Design adma_atx_dispatch, sky130hd; sources not shown.
**Routing congestion**

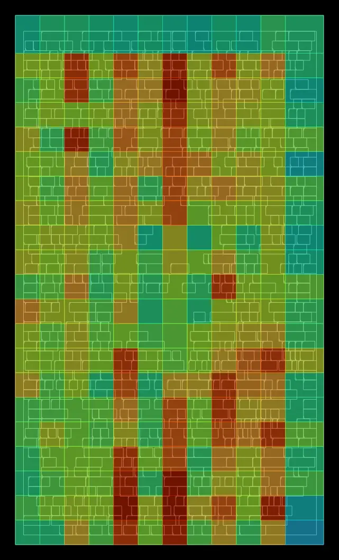
routed len/inst: 14.98 um
met1 Use GR: 0.2054

**Sequential cells colored by netlist name**

The bar under the picture is 20 um long. Other sequential cells in the stronger gray, the rest of the logic in the fainter gray.
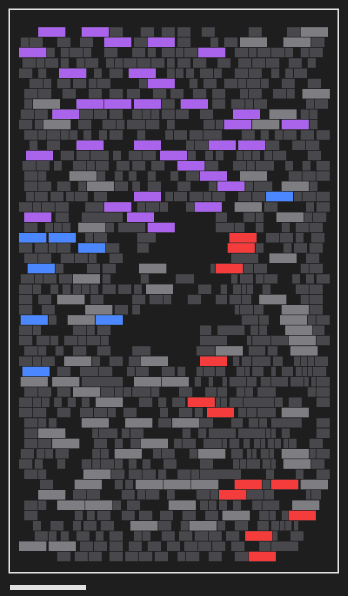
[m_awlen] blue | sequential cells: 8 | where: left middle
[g_ost.u_ost_cnt/cnt] red | sequential cells: 12
[m_araddr] purple | sequential cells: 32
flop share of the area: 0.2896
P_seq: 0.00190 W
final cell utilization of the core: 0.6885
Reg area: 2322 um^2

**Routed metal, one color a layer**

The bar under the picture is 20 um long. Two of the layers only.
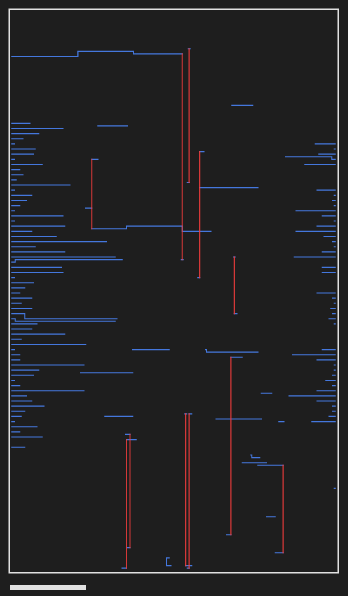
[M3] blue | wire length: 863 um
[M4] red | wire length: 371 um
Total Wirelength: 13380 um
total number of vias: 4397
GR Util All Layers: 0.2111

==> run summary <==
run status -> completed
class of the most critical hold timing path -> reg2reg
CP Launch Type -> primary input
net count after synthesis -> 648
type of the worst setup path -> in2out
# Taps -> 135
clock latency on the worst-skew pair -> 0.42 ns
synthesized instance count -> 536
Total Negative Setup Slacks -> 0 ns
Iter 0 DRT Violations -> 112
hold buffer count at CTS -> 0
cells along the critical path -> clkdlybuf4s50_1 -> mux4_2 -> nor2_1 -> dlygate4sd2_1
top cell category -> logic gates
die outline width -> 86.65 um
number of warnings in the stage logs -> 26
worst slack after detailed placement -> -0.2816 ns
synthesized area -> 5379 um^2
TritonCTS clock tree -> yes
Multi-In Gates -> 379
count of clock buffers in the final design -> 17
# fillers -> 961
number of stages on the worst hold path -> 2
area growth from synthesis to final layout -> 49.08%
worst setup skew after layout -> 0.01687 ns
topmost layer with routed signal wires -> met4
post-synthesis cell type with the largest combined area -> dfxtp_1
Non-clock buffering overhead -> 0.2813
total power divided by cell area -> 581.8 nW/um^2
finished layout cell area -> 8019 um^2
number of cells on the worst reg-to-reg path -> 11
Gate Area -> 2838 um^2
Synth top cell by count -> nand2b_1
Pleak -> 3.375 nW
final-stage net count -> 857
number of antenna violations at the first check in global routing -> 0
area inside the core boundary -> 11650 um^2
setup fix buffers added after clock tree synthesis -> 0
number of distinct library cells after synthesis -> 27
ys flop type -> dfxtp_1
final slew viol count -> 0
post-route DRC violation count -> 0
ratio of cells with drive above 1 in the final layout -> 0.07520
leading post-synthesis cells by cell area -> dfxtp_1 (43%), nand2b_1 (23%), mux2i_1 (19%)
setup slack, reg-to-reg -> 0.29 ns
critical path's largest stage delay -> 0.54 ns
number of ports placed on the die boundary -> 210
element type at the critical path end -> primary output
Post-Layout Cell Count -> 893
global routing's busiest layer -> met2
via count of the first global-routing pass -> 4596
yosys synthesis warning count -> 6
number of clock sinks -> 116
Sequential Power Share -> 0.408
pin slew with the least headroom to its limit -> 0.5983 ns
# Cells Yosys -> 536
Synth top cells by count -> nand2b_1 (196), dfxtp_1 (116), mux2i_1 (100), clkbuf_1 (22), nor2_1 (15)
Placed Area -> 7599 um^2
clock share of power -> 0.341
share of final layout cell area taken by clock buffers and inverters -> 0.05180
final period demand of the worst path -> 2.670 ns
slack of the critical path -> 0.1303 ns
Comb. pwr -> 0.00117 W
most frequent logic cell in the layout -> clkdlybuf4s50_1
H-tree lvl count -> 4
number of detailed-route iterations in the first pass -> 4
cell at the root of the clock tree -> clkbuf_8
first-pass GRT wire length -> 21320 um
Final Hold Violation Tally -> 0
Leading power group -> sequential cells
die outline height -> 148.6 um
Crit-path slowest cell -> clkdlybuf4s50_1
Bufs and invs on worst path -> 2
number of clock buffers inserted by TritonCTS -> 17
routed via count divided by cell count -> 4.924
number of gates resized after cts -> 1
post-route antenna net violation count -> 0
Seq cells -> 116
number of max-cap violations -> 0
number of diodes -> 0
count of final setup violators -> 0
row cnt -> 52
PnR Total Power -> 0.004665 W
core utilization at floorplan -> 0.4619
peak supply drop -> 0.0004205 V
Avg Cell Area, Syn -> 10.04 um^2
worst rel slew slack -> 0.6011
Inverters excl. clock -> 5
number of buffers inserted by port buffering -> 209
post-layout period usage of the worst path -> 0.9535
setup repair after global routing missed its margin -> false
maximum number of pins on one net before global-route repair -> 78
sequential element share of the synthesized area -> 0.4317
synthesized chip area reported by yosys -> 5379 um^2
GRT met3 Usage -> 0.07214
Top cell area share -> 0.4317
maximum net fanout on the critical path -> 3
highest achievable clock rate -> 374.6 MHz
GR Overflow Total -> 0
WL met2 -> 7371 um
gpl congestion -> 0.7818
post-synth tally of flip-flops with integrated enable -> 0
endpoint required time on the critical path -> 2.24 ns
total of flip-flops plus latches after synthesis -> 116
Internal Pwr Total -> 0.003322 W
non-clock buffer total of the final layout -> 226
logic depth of the worst setup path including buffers -> 4
clock-net power -> 0.00159 W
chip area -> 12880 um^2
worst endpoint data arrival time -> 2.11 ns
NetSw -> 0.001343 W
clock buffer depth -> 2
Placed Instances -> 861
Met3 Wirelength -> 862 um
family of cells with the greatest summed delay on the critical path -> buffers and inverters
met2 layer usage reported by global route -> 0.3865
CTS clk-pin slew, worst paths -> 0.07 ns
share of total power in combinational logic -> 0.250
detailed-routing wirelength on met1 -> 4775 um
most common logic cells in the final layout -> clkdlybuf4s50_1 (206), nand2b_1 (196), dfxtp_1 (116)
worst hold slack across all endpoints -> 0.4737 ns
[cell families after synthesis]
| kind of cell | count (synthesis) | share of synthesized area |
|---|---|---|
| flip-flops | 116 | 0.4317 |
| adder cells (fa/ha/maj) | 8 | 0.02419 |
| multiplexers | 103 | 0.1970 |
| AND-OR/OR-AND | 16 | 0.01721 |
| buffers and inverters | 41 | 0.04140 |
| XOR/XNOR | 8 | 0.01303 |
| AND/OR/NAND/NOR | 244 | 0.2754 |
[worst register-to-register path: stages (launching register included)]
cell and delay (ns):
dfxtp_1 0.42, nor3b_1 0.08, buf_4 0.15, mux2i_2 0.17
and3_1 0.18, nor2b_1 0.17, ha_1 0.21, inv_1 0.06
fa_1 0.37, xor2_1 0.17, or3_1 0.33, a21oi_1 0.14
Power figures rest on the tool's default switching activity, not on a simulated workload.
